File: src/rtl/clk_div_ratio_ctrl_pkg.sv
// Shared definitions for the clock-divider ratio controller: state encoding,
// default bus width and counter sizing helpers.
package clk_div_pkg;

  localparam int DIV_RATIO_WIDTH_DEF = 4;

  typedef enum logic [2:0] {
    INIT      = 3'd0,
    IDLE      = 3'd1,
    WAIT_EDGE = 3'd2,
    APPLY     = 3'd3,
    SETTLE    = 3'd4,
    ACK       = 3'd5
  } state_t;

  // Longest wait for a divided-clock rising edge before forcing the change.
  function automatic int timeout_cycles(input int ratio_w);
    return 1 << (ratio_w + 1);
  endfunction

  // One counter serves both the edge timeout and the settle period.
  function automatic int cnt_width(input int ratio_w, input int settle);
    int a;
    int b;
    a = ratio_w + 2;
    b = $clog2(settle + 1);
    return (a > b) ? a : b;
  endfunction

endpackage

File: src/rtl/clk_div_ratio_ctrl_if.sv
// Ratio configuration request channel: valid/ready handshake plus reject pulse.
interface clk_div_ratio_ctrl_if
  import clk_div_pkg::*;
#(
  parameter int DIV_RATIO_WIDTH = DIV_RATIO_WIDTH_DEF
);

  logic                       cfg_valid;
  logic [DIV_RATIO_WIDTH-1:0] cfg_ratio;
  logic                       cfg_ready;
  logic                       cfg_err;

  modport master (
    output cfg_valid,
    output cfg_ratio,
    input  cfg_ready,
    input  cfg_err
  );

  modport slave (
    input  cfg_valid,
    input  cfg_ratio,
    output cfg_ready,
    output cfg_err
  );

endinterface

File: src/rtl/clk_div_ratio_ctrl_rise_edge_det.sv
// Rising-edge detector on a signal already synchronous to ref_clk.
module rise_edge_det (
  input  logic ref_clk,
  input  logic reset,
  input  logic sig_in,
  output logic rise_pulse
);

  logic prev;

  always_ff @(posedge ref_clk or posedge reset) begin
    if (reset) begin
      prev <= 1'b0;
    end else begin
      prev <= sig_in;
    end
  end

  assign rise_pulse = sig_in & ~prev;

endmodule

File: src/rtl/clk_div_ratio_ctrl.sv
// Control stage for the clock divider: accepts ratio requests, applies them right
// after a divided-clock rising edge and flags when the divided clock has settled.
module clk_div_ratio_ctrl
  import clk_div_pkg::*;
#(
  parameter int DIV_RATIO_WIDTH = DIV_RATIO_WIDTH_DEF,
  parameter int DEFAULT_RATIO   = 2,
  parameter int SETTLE_CYCLES   = 8
) (
  input  logic                       ref_clk,
  input  logic                       reset,
  clk_div_ratio_ctrl_if.slave        cfg,
  input  logic                       div_clk_in,
  output logic [DIV_RATIO_WIDTH-1:0] division_ratio,
  output logic                       enable,
  output logic                       clk_stable
);

  localparam int                       CNT_W        = cnt_width(DIV_RATIO_WIDTH, SETTLE_CYCLES);
  localparam logic [CNT_W-1:0]         TIMEOUT_LAST = CNT_W'(timeout_cycles(DIV_RATIO_WIDTH) - 1);
  localparam logic [CNT_W-1:0]         SETTLE_LAST  = CNT_W'(SETTLE_CYCLES);
  localparam logic [CNT_W-1:0]         CNT_MAX      = '1;
  localparam logic [DIV_RATIO_WIDTH-1:0] RATIO_RST  = DIV_RATIO_WIDTH'(DEFAULT_RATIO);

  state_t                       state;
  logic [CNT_W-1:0]             cnt;
  logic [DIV_RATIO_WIDTH-1:0]   pending;
  logic                         ready;
  logic                         err;
  logic                         rise;

  rise_edge_det u_rise (
    .ref_clk    (ref_clk),
    .reset      (reset),
    .sig_in     (div_clk_in),
    .rise_pulse (rise)
  );

  assign cfg.cfg_ready = ready;
  assign cfg.cfg_err   = err;

  always_ff @(posedge ref_clk or posedge reset) begin
    if (reset) begin
      state          <= INIT;
      cnt            <= '0;
      pending        <= RATIO_RST;
      division_ratio <= RATIO_RST;
      enable         <= 1'b0;
      ready          <= 1'b0;
      err            <= 1'b0;
      clk_stable     <= 1'b0;
    end else begin
      err <= 1'b0;
      if (cnt != CNT_MAX) begin
        cnt <= cnt + 1'b1;
      end

      unique case (state)
        INIT: begin
          enable <= 1'b1;
          cnt    <= '0;
          state  <= SETTLE;
        end

        IDLE: begin
          if (cfg.cfg_valid && ready) begin
            if (cfg.cfg_ratio == '0) begin
              err <= 1'b1;
            end else if (cfg.cfg_ratio == division_ratio) begin
              ready <= 1'b0;
              state <= ACK;
            end else begin
              pending    <= cfg.cfg_ratio;
              ready      <= 1'b0;
              clk_stable <= 1'b0;
              cnt        <= '0;
              state      <= WAIT_EDGE;
            end
          end
        end

        // A stuck divider never produces an edge; the timeout forces progress.
        WAIT_EDGE: begin
          if (rise || (cnt == TIMEOUT_LAST)) begin
            state <= APPLY;
          end
        end

        APPLY: begin
          enable         <= 1'b0;
          division_ratio <= pending;
          cnt            <= '0;
          state          <= SETTLE;
        end

        SETTLE: begin
          enable <= 1'b1;
          if (cnt == SETTLE_LAST) begin
            clk_stable <= 1'b1;
            ready      <= 1'b1;
            state      <= IDLE;
          end
        end

        ACK: begin
          ready <= 1'b1;
          state <= IDLE;
        end

        default: begin
          enable <= 1'b0;
          ready  <= 1'b0;
          state  <= INIT;
        end
      endcase
    end
  end

endmodule

File: src/flat_wrapper.sv
// flat-port wrapper written by rule: the top's interface ports become plain ports
module clk_div_ratio_ctrl_flat import clk_div_pkg::*;
#(
  parameter int DIV_RATIO_WIDTH = DIV_RATIO_WIDTH_DEF,
  parameter int DEFAULT_RATIO   = 2,
  parameter int SETTLE_CYCLES   = 8
)
  (ref_clk, reset, div_clk_in, division_ratio, enable, clk_stable, cfg_cfg_valid, cfg_cfg_ratio, cfg_cfg_ready, cfg_cfg_err);
  clk_div_ratio_ctrl_if #(.DIV_RATIO_WIDTH(DIV_RATIO_WIDTH)) cfg_i ();
  input  logic ref_clk;
  input  logic reset;
  input  logic div_clk_in;
  output logic [DIV_RATIO_WIDTH-1:0] division_ratio;
  output logic enable;
  output logic clk_stable;
  input wire logic [$bits(cfg_i.cfg_valid)-1:0] cfg_cfg_valid;
  input wire logic [$bits(cfg_i.cfg_ratio)-1:0] cfg_cfg_ratio;
  output wire logic [$bits(cfg_i.cfg_ready)-1:0] cfg_cfg_ready;
  output wire logic [$bits(cfg_i.cfg_err)-1:0] cfg_cfg_err;
  assign cfg_i.cfg_valid = cfg_cfg_valid;
  assign cfg_i.cfg_ratio = cfg_cfg_ratio;
  assign cfg_cfg_ready = cfg_i.cfg_ready;
  assign cfg_cfg_err = cfg_i.cfg_err;
  clk_div_ratio_ctrl #(.DIV_RATIO_WIDTH(DIV_RATIO_WIDTH), .DEFAULT_RATIO(DEFAULT_RATIO), .SETTLE_CYCLES(SETTLE_CYCLES)) u_core (.ref_clk(ref_clk), .reset(reset), .cfg(cfg_i), .div_clk_in(div_clk_in), .division_ratio(division_ratio), .enable(enable), .clk_stable(clk_stable));
endmodule
File: config.mk
export PLATFORM = sky130hd
export DESIGN_NAME = clk_div_ratio_ctrl_flat
export DESIGN_NICKNAME = d
export VERILOG_FILES = /design/src/rtl/clk_div_ratio_ctrl_pkg.sv /design/src/rtl/clk_div_ratio_ctrl_if.sv /design/src/rtl/clk_div_ratio_ctrl_rise_edge_det.sv /design/src/rtl/clk_div_ratio_ctrl.sv /design/src/flat_wrapper.sv
export SDC_FILE = /design/constraint.sdc
export NUM_CORES = 1
export LEC_CHECK = 0
export CAP_MARGIN = 15
export CORE_MARGIN = 2
export CORE_UTILIZATION = 47
export DETAILED_ROUTE_END_ITERATION = 16
export PLACE_DENSITY = 0.71
export SYNTH_ARGS = -nofsm -noshare
export SYNTH_HDL_FRONTEND = slang
export SYNTH_SLANG_ARGS = --single-unit
File: constraint.sdc
create_clock -name ref_clk -period 1.5 [get_ports ref_clk]
set_input_delay 0.45 -clock ref_clk [delete_from_list [all_inputs] [get_ports ref_clk]]
set_output_delay 0.45 -clock ref_clk [all_outputs]
set_load 0.02 [all_outputs]
==> run_1/pdn.png <==
Scale bar: 20 um. Pins as bars on the die edge.
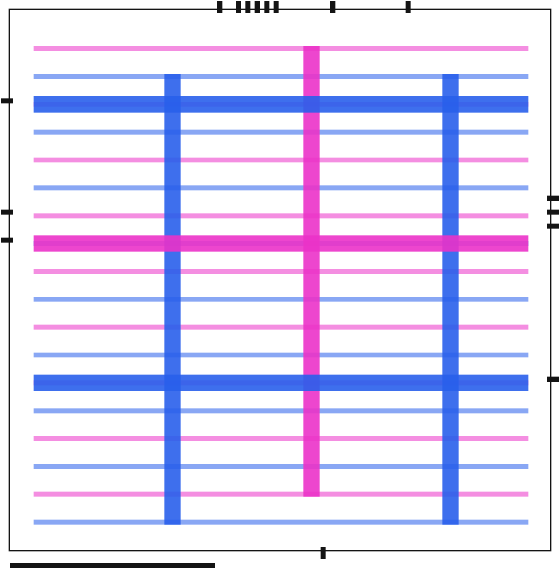
legend:
  VDD:
    color: magenta
  VSS:
    color: blue
signal pins: 16
met1 rails: 18
met5 straps: 3
met4 straps: 3
rows: 17

==> run_1/cell_classes.png <==
Scale bar: 20 um.
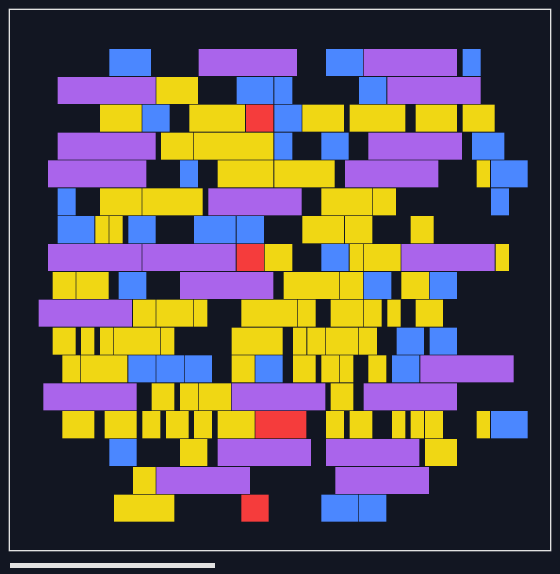
legend:
  clock drivers and dummy loads:
    color: red
    cells: 4
  flops:
    color: purple
    cells: 22
  all other logic:
    color: yellow
    cells: 76
  other buffers and delay cells:
    color: blue
    cells: 34

==> run_1/clock_map.png <==
Scale bar: 20 um.
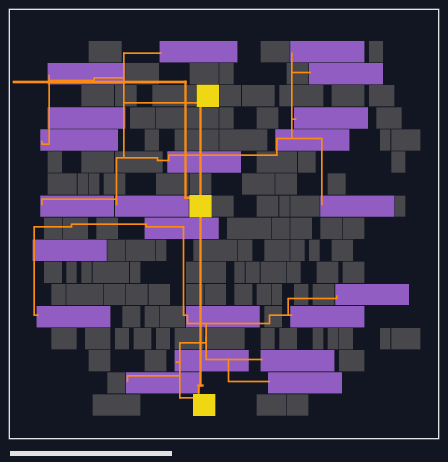
legend:
  cells driving clock nets:
    color: yellow
    count: 3
  flip-flops:
    color: purple
    count: 22
  clock wires:
    color: orange
    length: 297 um
flops lie: spread over the die
Max Clock Skew: 0.00572 ns
clock share of power: 13.4%
insertion delay of the later-clocked pin in the worst-skew pair: 0.32 ns
clock distribution power: 0.339 mW

==> results_dict.tcl <==
# collected from the flow reports
set metrics [dict create \
    avgSynthCellArea_sq_um 11.2 \
    globalRouteMet2Util_pct 28.1 \
    power.share.combinational_pct 47.7 \
    clock_root_buffer "sky130_fd_sc_hd__clkbuf_4" \
    layout.non_clock_inverters 6 \
    cts-hold-fix-buffers 0 \
    detail_route.drc_violations 0 \
    setup_buffers_after_cts 1 \
    placementRows 17 \
    place.detailed.instances 156 \
    clock_tree.htree_level_count 1 \
    cp_cell_sequence "xor2_2 > nor4_4 > buf_4 > nor2b_4 > nand2_4 > mux2_4" \
    report.final.setup_viol 13 \
    port_buffers 15 \
    post_dp_cell_area_sq_mm 0.00144 \
    floorplan.die.width_um 52.7 \
    synth-cells-yosys 100 \
    ys.flop_type "sky130_fd_sc_hd__dfrtp_1" \
    power.total_mw 2.54 \
    setup.worst_path.start_class "flip-flop" \
    grtUsageTotal_pct 19.2 \
    cp_max_fo 5 \
    adder_share_pct 2.24 \
    synthesis.instances 100 \
    instances_no_fill 164 \
    final_area_sq_mm 0.00150 \
    synth.comb.largest_family "simple AND/OR/NAND/NOR gates" \
    drt_first_pass_iters 4 \
    timing.critical_path.max_delay_family "flip-flops" \
    final-seq-area_sq_um 556 \
    postcts_resize_cnt 31 \
    top_cell_area_share_pct 44.8 \
    arrival_ns 1.88 \
    violated_checks "setup timing" \
    initial_utilization_pct 50.0 \
    antenna_left 0 \
    dp_worst_setup_slack_ns -0.772 \
    flop-count 22 \
    grt-ovfl-total 0 \
    mi_logic_area_sq_um 587 \
    detail_route.iter0.violations 22 \
    synth_flop_count 22 \
    wl_met1_mm 1.07 \
    enable_flop_cells 0 \
    yosys.area.top_type "sky130_fd_sc_hd__dfrtp_1" \
    path_class "reg2reg" \
    ios 16 \
    buf_share_pct 17.6 \
    drive_gt1_share_pct 42.6 \
    n_tap_cell 28 \
    min_period_over_period_pct 111 \
    nFillCells 176 \
    hold_path.class "in2async" \
    seq_power_share_pct 39.0 \
    clk_pin_slew_ns 0.13 \
    outcome "finished with violations" \
    cp.required_ns 1.72 \
    clock_tree_from_tritoncts "done" \
    yosys_warnings 0 \
    p_leak_nw 0.735 \
    grt.busiest_layer "met2" \
    n_clock_buffer 4 \
    powerDensity_mw_per_mm2 1690 \
    switching_share_pct 37.1 \
    biggestRegsByFlops "u_core.cnt (6), u_core.division_ratio (4), u_core.pending (4)" \
    grt_first_pass_wirelength_mm 3.77 \
    global_route.usage.met3_pct 2.57 \
    globalplace.congestion 0.762 \
    postSynthNetCount 110 \
    path_buffers 1 \
    highest-signal-layer "met4" \
    route.detailed.vias_per_inst 5.33 \
    synth.cells.most_frequent "sky130_fd_sc_hd__dfrtp_1 (20), sky130_fd_sc_hd__mux2_2 (8), sky130_fd_sc_hd__nor2_1 (7)" \
    die_h_um 52.7 \
    antenna_found_initial 0 \
    count_of_endpoints_failing_hold_in_the_final_timing_report 0 \
    seq_area_frac_synth_pct 49.6 \
    clock-sinks 22 \
    critical_path.slowest_cell "sky130_fd_sc_hd__dfstp_2" \
    yosys.area_share.simple_pct 23.5 \
    async_reset_ff_share_pct 100 \
    pg_comb_mw 1.21 \
    largest_register_ffs 6 \
    clock_buffer_depth 2 \
    dp.final_hpwl_mm 1.67 \
    grt_max_degree 13 \
    detail_route.wirelength_mm 2.30 \
    vdd_drop_max_mv 1.05 \
    diodes 0 \
    met2_wirelength_mm 1.07 \
    worstSetupEndpointType "flip-flop" \
    area_growth_syn_to_layout_pct 34.4 \
    synth.cellmix.compoundShare_pct 9.19 \
    net_switching_mw 0.943 \
    lay_top_cells "sky130_fd_sc_hd__buf_4 (19), sky130_fd_sc_hd__dfrtp_1 (18), sky130_fd_sc_hd__inv_1 (6)" \
    period_needed_ns 1.66 \
    openroad.warnings 30 \
    non_clock_buffer_count 34 \
    most_common_library_cell_in_the_layout_ignoring_fill_and_taps "sky130_fd_sc_hd__buf_4" \
    num_vias 874 \
    total_nets_final 147 \
    synth.yosys.chip_area_sq_mm 0.00112 \
    p_int_mw 1.60 \
    rsz0062_at_grt "true" \
    timing.setup.tns_ns -0.888 \
    largest_register "u_core.cnt" \
    biggestCellCategory "multi-input combinational cells" \
    number_of_distinct_library_cells_after_synthesis 33 \
    dr_wl_met3_um 94 \
    clkCellAreaFrac_pct 2.42 \
    synth_area_sq_mm 0.00112 \
    drv_slew 0 \
    first_global_vias 819 \
    drv.max_cap_violation_count 0 \
    cts_buffers 3 \
    area.share.sequential_pct 37.0 \
    drt-wirelength-per-cell_um 14.0 \
    fin_ws_ns -0.158 \
    share_of_cell_area_taken_by_muxes_after_synthesis_pct 8.07 \
    fin_hold_ws_ns 0.317 \
    floorplan.core_area_sq_mm 0.00223 \
    clock.fmax_ghz 0.603 \
    timing.critical_path.slowest_cell_delay_ns 0.59 \
    slew-limit-headroom_pct 74.5 \
    post_synth_xor_area_fraction_pct 4.71 \
    sh_comb_area_pct 39.1 \
    n_multi_input_combinational_cell 70 \
    pg_seq_mw 0.990 \
    chip_area_sq_mm 0.00278 \
    synth.most_common_cell "sky130_fd_sc_hd__dfrtp_1" \
    tightest_slew_ns 0.382 \
    utilization_pct 67.2 \
    global_route_met1_utilization_pct 27.1 \
    ys_top_cells_by_area "sky130_fd_sc_hd__dfrtp_1 (45%), sky130_fd_sc_hd__mux2_2 (8.1%), sky130_fd_sc_hd__dfstp_2 (4.7%)" \
    power.largest_group "combinational logic" \
]
run 1: final timing paths:
kind | start | to | slack [ns] | cells past startpoint
worst max register to register | u_core.division_ratio[1]$_DFFE_PP1N_ | u_core.pending[3]$_DFFE_PP0P_ | -0.16 | 6
worst min register to register | u_core.pending[0]$_DFFE_PP0P_ | u_core.pending[0]$_DFFE_PP0P_ | 0.53 | 1
worst min-delay path | reset | u_core.division_ratio[2]$_DFFE_PP0N_ | 0.32 | 2
worst max-delay path | u_core.division_ratio[1]$_DFFE_PP1N_ | u_core.pending[3]$_DFFE_PP0P_ | -0.16 | 6
min in group ref_clk | cfg_cfg_ratio[3] | u_core.cfg.cfg_err$_DFF_PP0_ | 0.40 | 3
max in group asynchronous | reset | u_core.cnt[5]$_DFF_PP0_ | 0.77 | 3
Power figures rest on the tool's default switching activity, not on a simulated workload.
